A small window of the routed layout:
Region (0, 47) to (50, 97) um. Cells in grey, sequential cells in the stronger grey; small squares are vias.
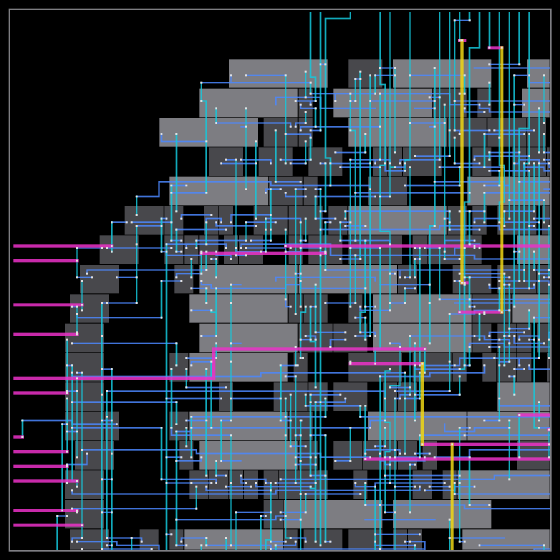
Selected gate families:
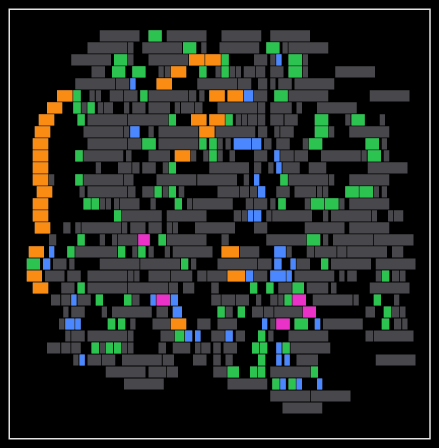
Power grid:
Pins as bars on the die edge.
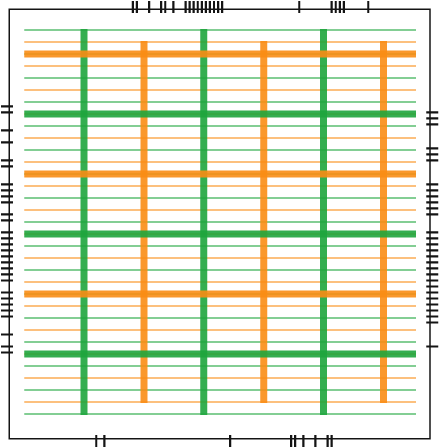
[src/rtl/fpu_div_round_pack.sv]
// Divider back end: normalizes the raw quotient, rounds to nearest-even, handles
// overflow/flush-to-zero and special classes, packs binary32; 2-stage valid/ready.
module fpu_div_round_pack (
  input  logic        clk,
  input  logic        rst_n,
  input  logic        in_valid,
  output logic        in_ready,
  input  logic        in_sign,
  input  logic [9:0]  in_exp,
  input  logic [27:0] in_mant,
  input  logic        in_sticky,
  input  logic [1:0]  in_class,
  output logic        out_valid,
  input  logic        out_ready,
  output logic [31:0] out_result,
  output logic [3:0]  out_flags,
  input  logic        flag_clr,
  output logic [3:0]  flag_sticky
);

  localparam int unsigned EXP_W  = 10;
  localparam int unsigned FRAC_W = 23;
  localparam int unsigned RES_W  = 32;
  localparam int unsigned FLG_W  = 4;

  localparam logic [1:0] CLS_NORMAL = 2'b00;
  localparam logic [1:0] CLS_ZERO   = 2'b01;
  localparam logic [1:0] CLS_INF    = 2'b10;
  localparam logic [1:0] CLS_NAN    = 2'b11;

  localparam logic [RES_W-1:0] QNAN = 32'h7FC0_0000;

  logic              r_s1_valid;
  logic              r_s1_sign;
  logic [EXP_W-1:0]  r_s1_exp;
  logic [FRAC_W-1:0] r_s1_frac;
  logic              r_s1_guard;
  logic              r_s1_sticky;
  logic [1:0]        r_s1_class;

  logic              r_out_valid;
  logic [RES_W-1:0]  r_out_result;
  logic [FLG_W-1:0]  r_out_flags;
  logic [FLG_W-1:0]  r_flag_sticky;

  logic              w_s2_advance;
  logic              w_in_ready;
  logic [EXP_W-1:0]  w_n_exp;
  logic [FRAC_W-1:0] w_n_frac;
  logic              w_n_guard;
  logic              w_n_sticky;
  logic [1:0]        w_n_class;

  logic              w_round_up;
  logic [FRAC_W:0]   w_frac_rnd;
  logic [EXP_W-1:0]  w_exp_rnd;
  logic              w_inexact;
  logic [RES_W-1:0]  w_pk_result;
  logic [FLG_W-1:0]  w_pk_flags;

  assign w_s2_advance = ~r_out_valid | out_ready;
  assign w_in_ready   = ~r_s1_valid | w_s2_advance;

  // Normalize: pick the 24-bit window under the leading one (hidden bit dropped).
  always_comb begin
    w_n_exp    = in_exp;
    w_n_frac   = in_mant[25:3];
    w_n_guard  = in_mant[2];
    w_n_sticky = (|in_mant[1:0]) | in_sticky;
    w_n_class  = in_class;
    if (in_mant[27]) begin
      w_n_exp    = in_exp + EXP_W'(1);
      w_n_frac   = in_mant[26:4];
      w_n_guard  = in_mant[3];
      w_n_sticky = (|in_mant[2:0]) | in_sticky;
    end
    if ((in_class == CLS_NORMAL) && (in_mant[27:26] == 2'b00)) begin
      w_n_class = CLS_ZERO;
    end
  end

  always_ff @(posedge clk or negedge rst_n) begin
    if (!rst_n) begin
      r_s1_valid  <= 1'b0;
      r_s1_sign   <= 1'b0;
      r_s1_exp    <= '0;
      r_s1_frac   <= '0;
      r_s1_guard  <= 1'b0;
      r_s1_sticky <= 1'b0;
      r_s1_class  <= CLS_ZERO;
    end else if (w_in_ready) begin
      r_s1_valid <= in_valid;
      if (in_valid) begin
        r_s1_sign   <= in_sign;
        r_s1_exp    <= w_n_exp;
        r_s1_frac   <= w_n_frac;
        r_s1_guard  <= w_n_guard;
        r_s1_sticky <= w_n_sticky;
        r_s1_class  <= w_n_class;
      end
    end
  end

  // Round to nearest-even; a carry past the hidden bit leaves fraction 0, exponent +1.
  always_comb begin
    w_round_up  = r_s1_guard & (r_s1_sticky | r_s1_frac[0]);
    w_frac_rnd  = {1'b0, r_s1_frac} + (FRAC_W+1)'(w_round_up);
    w_exp_rnd   = r_s1_exp + EXP_W'(w_frac_rnd[FRAC_W]);
    w_inexact   = r_s1_guard | r_s1_sticky;
    w_pk_result = '0;
    w_pk_flags  = '0;
    case (r_s1_class)
      CLS_NAN: begin
        w_pk_result = QNAN;
        w_pk_flags  = 4'b1000;
      end
      CLS_INF:  w_pk_result = {r_s1_sign, 8'hFF, 23'd0};
      CLS_ZERO: w_pk_result = {r_s1_sign, 31'd0};
      default: begin
        if ($signed(w_exp_rnd) >= $signed(10'sd255)) begin
          w_pk_result = {r_s1_sign, 8'hFF, 23'd0};
          w_pk_flags  = 4'b0101;
        end else if ($signed(w_exp_rnd) <= $signed(10'sd0)) begin
          w_pk_result = {r_s1_sign, 31'd0};
          w_pk_flags  = 4'b0011;
        end else begin
          w_pk_result = {r_s1_sign, w_exp_rnd[7:0], w_frac_rnd[FRAC_W-1:0]};
          w_pk_flags  = {3'b000, w_inexact};
        end
      end
    endcase
  end

  always_ff @(posedge clk or negedge rst_n) begin
    if (!rst_n) begin
      r_out_valid  <= 1'b0;
      r_out_result <= '0;
      r_out_flags  <= '0;
    end else if (w_s2_advance) begin
      r_out_valid <= r_s1_valid;
      if (r_s1_valid) begin
        r_out_result <= w_pk_result;
        r_out_flags  <= w_pk_flags;
      end
    end
  end

  // Clear wins over history, but the flags of a coincident handshake still land.
  always_ff @(posedge clk or negedge rst_n) begin
    if (!rst_n) begin
      r_flag_sticky <= '0;
    end else if (flag_clr) begin
      r_flag_sticky <= (r_out_valid & out_ready) ? r_out_flags : '0;
    end else if (r_out_valid & out_ready) begin
      r_flag_sticky <= r_flag_sticky | r_out_flags;
    end
  end

  assign in_ready    = w_in_ready;
  assign out_valid   = r_out_valid;
  assign out_result  = r_out_result;
  assign out_flags   = r_out_flags;
  assign flag_sticky = r_flag_sticky;

endmodule

[config.mk]
export PLATFORM = sky130hd
export DESIGN_NAME = fpu_div_round_pack
export DESIGN_NICKNAME = d
export VERILOG_FILES = /design/src/rtl/fpu_div_round_pack.sv
export SDC_FILE = /design/constraint.sdc
export NUM_CORES = 1
export LEC_CHECK = 0
export CAP_MARGIN = 30
export CORE_AREA = 3 3 92 94
export CTS_BUF_LIST = sky130_fd_sc_hd__clkbuf_4 sky130_fd_sc_hd__clkbuf_8 sky130_fd_sc_hd__clkbuf_16
export DETAILED_ROUTE_END_ITERATION = 12
export DIE_AREA = 0 0 95 97
export DONT_BUFFER_PORTS = 1
export GPL_TIMING_DRIVEN = 0
export PLACE_DENSITY = 0.8
export SLEW_MARGIN = 20
export SYNTH_ARGS = -nofsm -noshare
export SYNTH_HDL_FRONTEND = slang
export SYNTH_SLANG_ARGS = --single-unit
[constraint.sdc]
create_clock -name clk -period 3.6 [get_ports clk]
set_input_delay 0.72 -clock clk [delete_from_list [all_inputs] [get_ports clk]]
set_output_delay 0.72 -clock clk [all_outputs]
set_load 0.005 [all_outputs]
==> results_slide.txt <==
Physical Implementation Snapshot

Setup path
  • Worst reg2reg setup slack: 0.33 ns
  • CP Max Fanout: 10
  • Critical Path Sink Type: flop
  • Crit path DRT: 3.85 ns
  • CP startpoint kind: flop
  • Reg2Reg Depth: 17

Synth
  • Mux frac, synth: 6.673%
  • Yosys top cell area share: 46.65%
  • Post-synthesis net count: 500
  • Post-Syn Area: 4238 sq um
  • Ys flop type: dfrtp_1
  • Register share after synthesis: 47.27%
  • Distinct lib cells: 48
  • YS chip area: 4238 sq um
  • Largest logic family: simple AND/OR/NAND/NOR gates
  • Cell count listed in synth_stat.txt: 448
  • Ao+oa area frac: 13.11%
  • Cell count after synthesis: 448
  • Number of synthesis warnings: 0
  • Dominant cell type by area after synthesis: dfrtp_1
  • Post-synth EDFFs: 0
  • Syn Area/Cell: 9.459 sq um
  • Largest cells by area: dfrtp_1 47%, nand2_1 7.3%, mux2i_1 6.1%
  • Synth top cell by count: nand2_1
  • Asr flop ratio synth: 100.0%
  • Synth cell count leaders: 82 x nand2_1, 79 x dfrtp_1, 49 x o21ai_0, 26 x mux2i_1, 23 x nor2_1

Pwr
  • PwrDens: 473.2 nW/um^2
  • P_int: 1467 uW
  • Lkg Pwr: 0.001929 uW
  • Clock Power Share: 29.4%
  • Switching Power: 694.9 uW
  • Sw Ratio: 32.15%

Cells and area
  • Post-Layout Inst Area: 4568 sq um
  • Area grow syn2layout: 7.794%
  • Layout cells sized above 1: 14.01%
  • Number of diodes: 0
  • Fin nets: 511

Route
  • Via Count: 3115
  • Antenna-violating nets left: 0
  • Post-Route WL: 8.955 mm
  • First drt pass iteration count: 4
  • Initial DRC count: 150

Global routing
  • Largest net degree at the start of global routing: 81
  • Gr usage total: 20.43%
  • Number of global-route vias before repair: 3151
  • First-pass GRT wire length: 14.95 mm

Final timing
  • Setup Skew: 0.006596 ns
  • Minimum clock period: 3.267 ns
  • Setup_tns: 0 ns
  • Slew Limit Fails: 0
  • Fin crit share: 90.74%
  • RSZ-0062 raised after global routing: no
  • Final Hold Fails: 0
  • Slew @ Worst Pin: 0.6785 ns
  • Fmax: 306.1 MHz
  • Final worst slack: 0.3335 ns

Floorplan
  • Initial core utilization: 54.84%
  • Cell Rows: 32
  • Die area: 9215 sq um

Run status
  • Status: finished, final reports clean

Clock tree
  • Clk root buf: clkbuf_8
  • Clk slew on worst S/H paths: 0.09 ns
  • Hold buffer count at CTS: 0
  • CTS tree: yes
  • Latency at later pin: 0.35 ns
  • # Post-CTS Setup Buffers: 0

Placement
  • Cell Area, Placed: 4365 sq um
  • PortBufs: 0
  • Placer Congestion: 0.8694

Run
  • Log Warnings: 26
  • Max capacitance violation total: 0

Worst hold path
  • Hold WC Path Type: in2async
Back to the opening pictures, 'a small window of the routed layout':
- metal 3: magenta
- metal 2: cyan
- metal 1: blue
- metal 4: yellow
- sequential cells in the window: 26
- netlist names of flops here include: r_s1_frac (19), out_result (6)
- cells with their middle in the window: 136
- most frequent: nand2_1 (28), dfrtp_1 (26), o21ai_0 (22)

Back to the opening pictures, 'selected gate families':
- mux cells: orange (cells 28)
- non-inverting ao/oa cells: magenta (cells 5)
- nor cells: blue (cells 38)
- aoi and oai cells: green (cells 84; where spread over the die)
post-route insts no fill: 566
most used logic cell in the final layout: nand2_1
combinational share of cell area: 45.38%

Back to the opening pictures, 'power grid':
- VDD: orange
- VSS: green
- rows: 32
- signal pins: 89
- met4 straps: 6
- met1 rails: 33
die width: 95 um
Core ar.: 7727 sq um
Worst IR Drop VDD: 0.2270 mV

metrics by stage:
stage | power [uW] | hold WS (ns) | std cells
floorplan | 1439 | 0.4244 | 448
global placement | 1527 | 0.4271 | 550
detailed placement | 1545 | 0.4267 | 550
CTS | 2171 | 0.04288 | 566
global route | 2283 | 0.03857 | 566
finish | 2162 | 0.05560 | 566
layer usage:
metal	share of wire [%]	vias up	wire (um)	global-route usage (%)
met1	48	1439	4305	30.13
met3	7.5	15	673	4.666
li1	-	1565	-	-
met2	43	96	3829	29.61
met5	0	-	0	0
met4	1.7	0	148	6.770
critical path: stages, from the launching register on:
cell	delay (ns)
dfrtp_1	0.41
o21a_1	0.15
ha_1	0.18
and3_1	0.19
nand3_2	0.19
nor2_4	0.23
nand2_1	0.07
nor2_1	0.09
ha_1	0.18
ha_1	0.15
buf_2	0.19
nand3_1	0.14
nor2_1	0.14
xnor2_1	0.16
nand4_1	0.24
nand3_4	0.19
buf_6	0.19
o21ai_2	0.07
registers in the layout, indices dropped and copies added (netlist names):
register / cells
r_s1_sticky: 1
r_s1_exp: 10
out_valid: 1
r_s1_frac: 23
flag_sticky: 4
r_s1_sign: 1
r_s1_class: 2
out_result: 32
r_s1_guard: 1
out_flags: 4
r_s1_valid: 1
worst max-delay path by stage:
stage	slack (ns)	endpoint	cells after the start
floorplan	0.73	out_result[10]$_DFFE_PN0P_	17
global placement	0.20	out_result[7]$_DFFE_PN0P_	17
detailed placement	0.13	out_result[8]$_DFFE_PN0P_	17
CTS	0.13	out_result[8]$_DFFE_PN0P_	17
global route	0.03	out_result[10]$_DFFE_PN0P_	17
finish	0.33	out_result[7]$_DFFE_PN0P_	17
final cells by class:
cell class,instances,area (sq um)
buffer,26,140.1
clock buffer,10,137.6
clock inverter,6,52.55
fill,665,3159
inverter,9,33.78
multi-input combinational,333,2073
sequential,80,2003
tap,102,127.6
kinds of logic after synthesis:
logic type / after synthesis
flops: 80
simple gates: 171
mux: 28
fa+ha+maj: 5
buf+inv: 35
xor+xnor: 40
compound gates: 89
power by group through the flow:
stage          Combinational [uW]  Clock [uW]  Sequential, uW
2_1_floorplan                 305           0            1130
3_3_place_gp                  362           0            1160
3_5_place_dp                  374           0            1170
4_1_cts                       376         642            1150
5_1_grt                       424         685            1170
6_report                      373         635            1150
cells in the final DEF (no fill, tap or decap), types with 4 or more instances in the layout:
master	count
clkbuf_1	8
nor2_1	22
xor2_1	18
nand4_1	12
nand2_1	82
nor3_1	8
o21ai_2	20
ha_1	5
and3_1	4
nand3_1	20
a21oi_1	8
xnor2_1	22
buf_2	7
clkbuf_8	10
inv_1	9
dfrtp_1	79
o21ai_0	49
mux2i_1	26
buf_1	5
what timing repair did:
| action | 4_1_cts | 5_1_grt |
|---|---|---|
| resized | 0 | 3 |
| setup endpoints to repair | 0 | 23 |
| hold endpoints to repair | 0 | 0 |
No activity file was given, so power comes from the tool's default toggle rates.
